**config.mk**
```make
export PLATFORM = sky130hd
export DESIGN_NAME = fifo_burst_reader
export DESIGN_NICKNAME = d
export VERILOG_FILES = /design/src/rtl/fifo_burst_reader.sv
export SDC_FILE = /design/constraint.sdc
export NUM_CORES = 1
export LEC_CHECK = 0
export ABC_AREA = 1
export CORE_ASPECT_RATIO = 2
export CORE_MARGIN = 5
export CORE_UTILIZATION = 26
export CTS_CLUSTER_SIZE = 12
export DETAILED_ROUTE_END_ITERATION = 12
export PLACE_DENSITY = 0.52
export SLEW_MARGIN = 20
export SYNTH_ARGS = -nofsm -noshare
export SYNTH_HDL_FRONTEND = slang
export SYNTH_SLANG_ARGS = --single-unit
export TNS_END_PERCENT = 5
```
**constraint.sdc**
```tcl
create_clock -name clk -period 10.66 [get_ports clk]
set_input_delay 1.066 -clock clk [delete_from_list [all_inputs] [get_ports clk]]
set_output_delay 1.066 -clock clk [all_outputs]
set_load 0.02 [all_outputs]
```
**src/rtl/fifo_burst_reader.sv**
```systemverilog
// Read-side burst master for the synchronous FIFO: drains burst_len words into a
// 3-entry skid buffer and presents them on a valid/ready stream, pulsing done at the end.
module fifo_burst_reader #(
  parameter int unsigned WIDTH = 32,
  parameter int unsigned LEN_W = 8
) (
  input  logic             clk,
  input  logic             rst,
  input  logic             start,
  input  logic [LEN_W-1:0] burst_len,
  output logic             busy,
  output logic             done,
  input  logic             empty,
  input  logic [WIDTH-1:0] data_out,
  output logic             RD_EN,
  output logic [WIDTH-1:0] m_data,
  output logic             m_valid,
  input  logic             m_ready
);

  typedef enum logic [1:0] {StIdle, StRead, StDrain} state_e;

  state_e           state_q, state_d;
  logic [LEN_W-1:0] remaining_q, remaining_d;
  logic [1:0]       count_q, count_d;
  logic [1:0]       wr_ptr_q, rd_ptr_q;
  logic             inflight_q;
  logic             done_q, done_d;
  logic [WIDTH-1:0] mem_q [3];
  logic             push, pop, rd_en;
  logic [2:0]       occupancy;

  function automatic logic [1:0] ptr_inc(input logic [1:0] ptr);
    return (ptr == 2'd2) ? 2'd0 : ptr + 2'd1;
  endfunction

  assign m_valid   = (count_q != 2'd0);
  assign m_data    = mem_q[rd_ptr_q];
  assign pop       = m_valid && m_ready;
  // A read issued last cycle lands in the buffer this cycle, whatever m_ready does.
  assign push      = inflight_q;
  assign occupancy = {1'b0, count_q} + {2'b00, inflight_q};

  // Registers and empty only: a slot is reserved for every word still in flight.
  assign rd_en = (state_q == StRead) && !empty && (remaining_q != '0) && (occupancy <= 3'd2);

  assign RD_EN = rd_en;
  assign busy  = (state_q != StIdle);
  assign done  = done_q;

  always_comb begin
    count_d = count_q;
    case ({push, pop})
      2'b10:   count_d = count_q + 2'd1;
      2'b01:   count_d = count_q - 2'd1;
      default: count_d = count_q;
    endcase
  end

  always_comb begin
    state_d     = state_q;
    remaining_d = remaining_q;
    done_d      = 1'b0;
    case (state_q)
      StIdle: begin
        if (start) begin
          if (burst_len != '0) begin
            remaining_d = burst_len;
            state_d     = StRead;
          end else begin
            done_d = 1'b1;
          end
        end
      end
      StRead: begin
        if (rd_en) begin
          remaining_d = remaining_q - LEN_W'(1);
          if (remaining_q == LEN_W'(1)) begin
            state_d = StDrain;
          end
        end
      end
      StDrain: begin
        // Leave as the last buffered word is handed off, so done follows that handshake.
        if (!inflight_q && (count_d == 2'd0)) begin
          state_d = StIdle;
          done_d  = 1'b1;
        end
      end
      default: state_d = StIdle;
    endcase
  end

  always_ff @(posedge clk) begin
    if (rst) begin
      state_q     <= StIdle;
      remaining_q <= '0;
      count_q     <= 2'd0;
      wr_ptr_q    <= 2'd0;
      rd_ptr_q    <= 2'd0;
      inflight_q  <= 1'b0;
      done_q      <= 1'b0;
      for (int i = 0; i < 3; i++) begin
        mem_q[i] <= '0;
      end
    end else begin
      state_q     <= state_d;
      remaining_q <= remaining_d;
      count_q     <= count_d;
      inflight_q  <= rd_en;
      done_q      <= done_d;
      if (push) begin
        mem_q[wr_ptr_q] <= data_out;
        wr_ptr_q        <= ptr_inc(wr_ptr_q);
      end
      if (pop) begin
        rd_ptr_q <= ptr_inc(rd_ptr_q);
      end
    end
  end

endmodule

```
==> results_slide.txt <==
Run Summary

Power and ir drop
  • P_sw: 0.609 mW
  • Comb group: 0.536 mW
  • Maximum vdd drop: 97.7 µV

Flow run
  • Tool warnings: 29

Critical path
  • Worst Path Arrival: 2.99 ns
  • Slowest CP cell: inv_1

Yosys
  • FA/HA/MAJ Cells, Area Fraction: 1.36%
  • Mapped Avg Cell Area: 10.0 µm²
  • Most instantiated cells after synthesis: nor2_1 (192), edfxtp_1 (128), o21ai_0 (74)
  • Synth flops: 148
  • Ys cells: 644

CTS
  • CTS Buf Count: 17

Outcome
  • Status: finished clean

STA
  • Fin crit share: 38.0%

GRT
  • Global routing usage on met3: 2.46%
  • Vias in the first global route: 5,026

Final layout
  • Fin util: 33.4%
  • Comb gates: 397
  • Non-clock buffer share of cell area: 9.88%

Hold path
  • Hold Path Class: reg2reg

Die
  • Io pins: 81

Placement
  • Placed Area: 7570 µm²
==> placed cells by master, fill, tap and decap left out <==
cell type / count
a211oi_1: 1
a21oi_1: 3
buf_4: 1
bufinv_16: 1
clkbuf_1: 1
clkbuf_16: 20
clkbuf_8: 1
clkdlybuf4s50_1: 80
clkinv_2: 3
clkinv_4: 3
dfxtp_1: 18
dfxtp_2: 1
dfxtp_4: 1
edfxtp_1: 128
ha_1: 7
inv_1: 63
inv_2: 3
inv_4: 3
nand2_1: 50
nand2_2: 4
nand3_1: 11
nand3_2: 5
nand4_1: 5
nor2_1: 192
nor2_2: 1
nor2_4: 1
nor4_2: 1
o211a_1: 1
o21ai_0: 74
o21bai_1: 1
o22ai_1: 33
o31ai_1: 2
or2_0: 1
or2_2: 2
xor2_1: 2
Figure 1. Wires at chosen ports, followed through buffers.
The bar under the picture is 20 µm long.
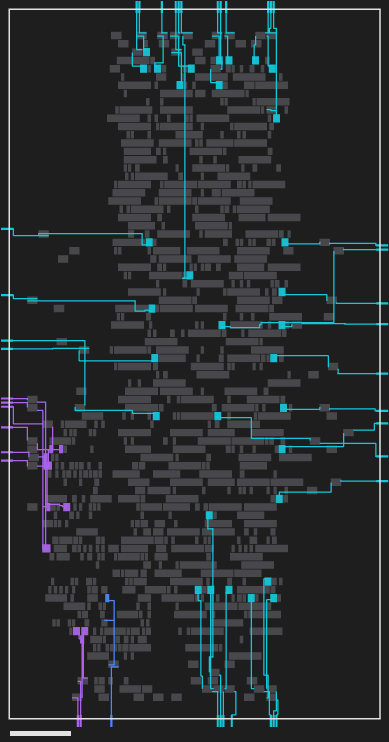
RD_EN -> blue  # bits 1, direction output, edge bottom, end cells 1, buffers 1, wire 47.0 µm
m_data -> cyan  # bits 32, direction output, edge 12 top, 9 right, 7 bottom, 4 left, end cells 32, buffers 32, wire 1,290 µm
burst_len -> purple  # bits 8, direction input, edge 6 left, 2 bottom, end cells 12, buffers 8, wire 265 µm

Figure 2. Cell sizes after repair.
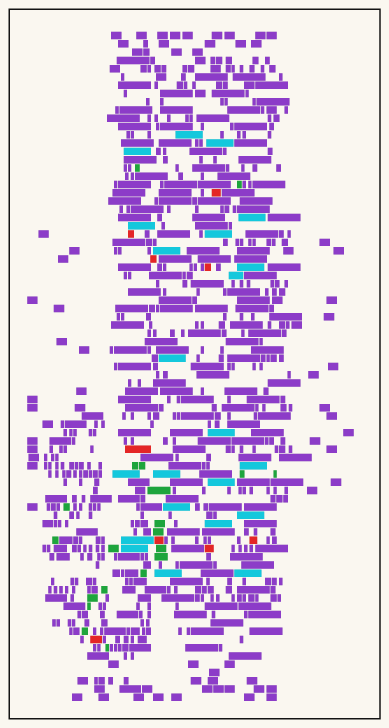
drive 6 and up -> cyan  # cells 22, share 3.0%
drive 2 -> green  # cells 20, share 2.8%
drive 3 to 4 -> red  # cells 9, share 1.2%
drive 1 or less -> purple  # cells 673, share 93%

Figure 3. Metal layers overlaid.
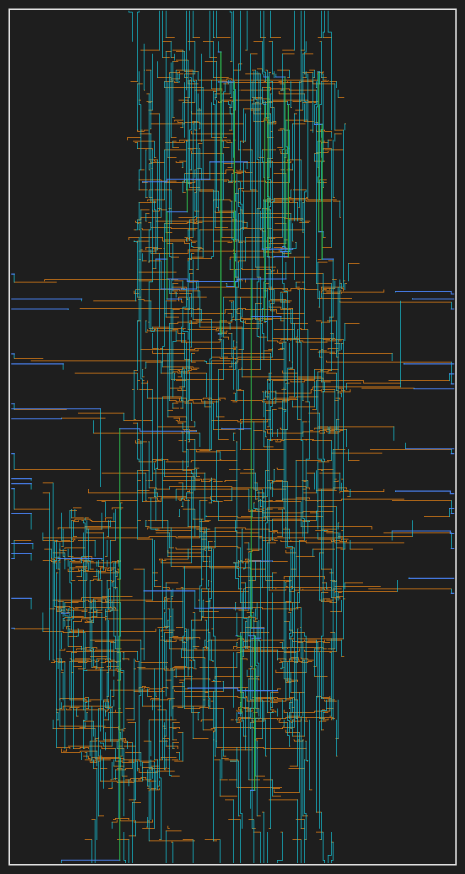
met3 -> blue  # wire length 497 µm
met1 -> orange  # wire length 6,000 µm
met2 -> cyan  # wire length 9,750 µm
met4 -> green  # wire length 718 µm

Power figures rest on the tool's default switching activity, not on a simulated workload.
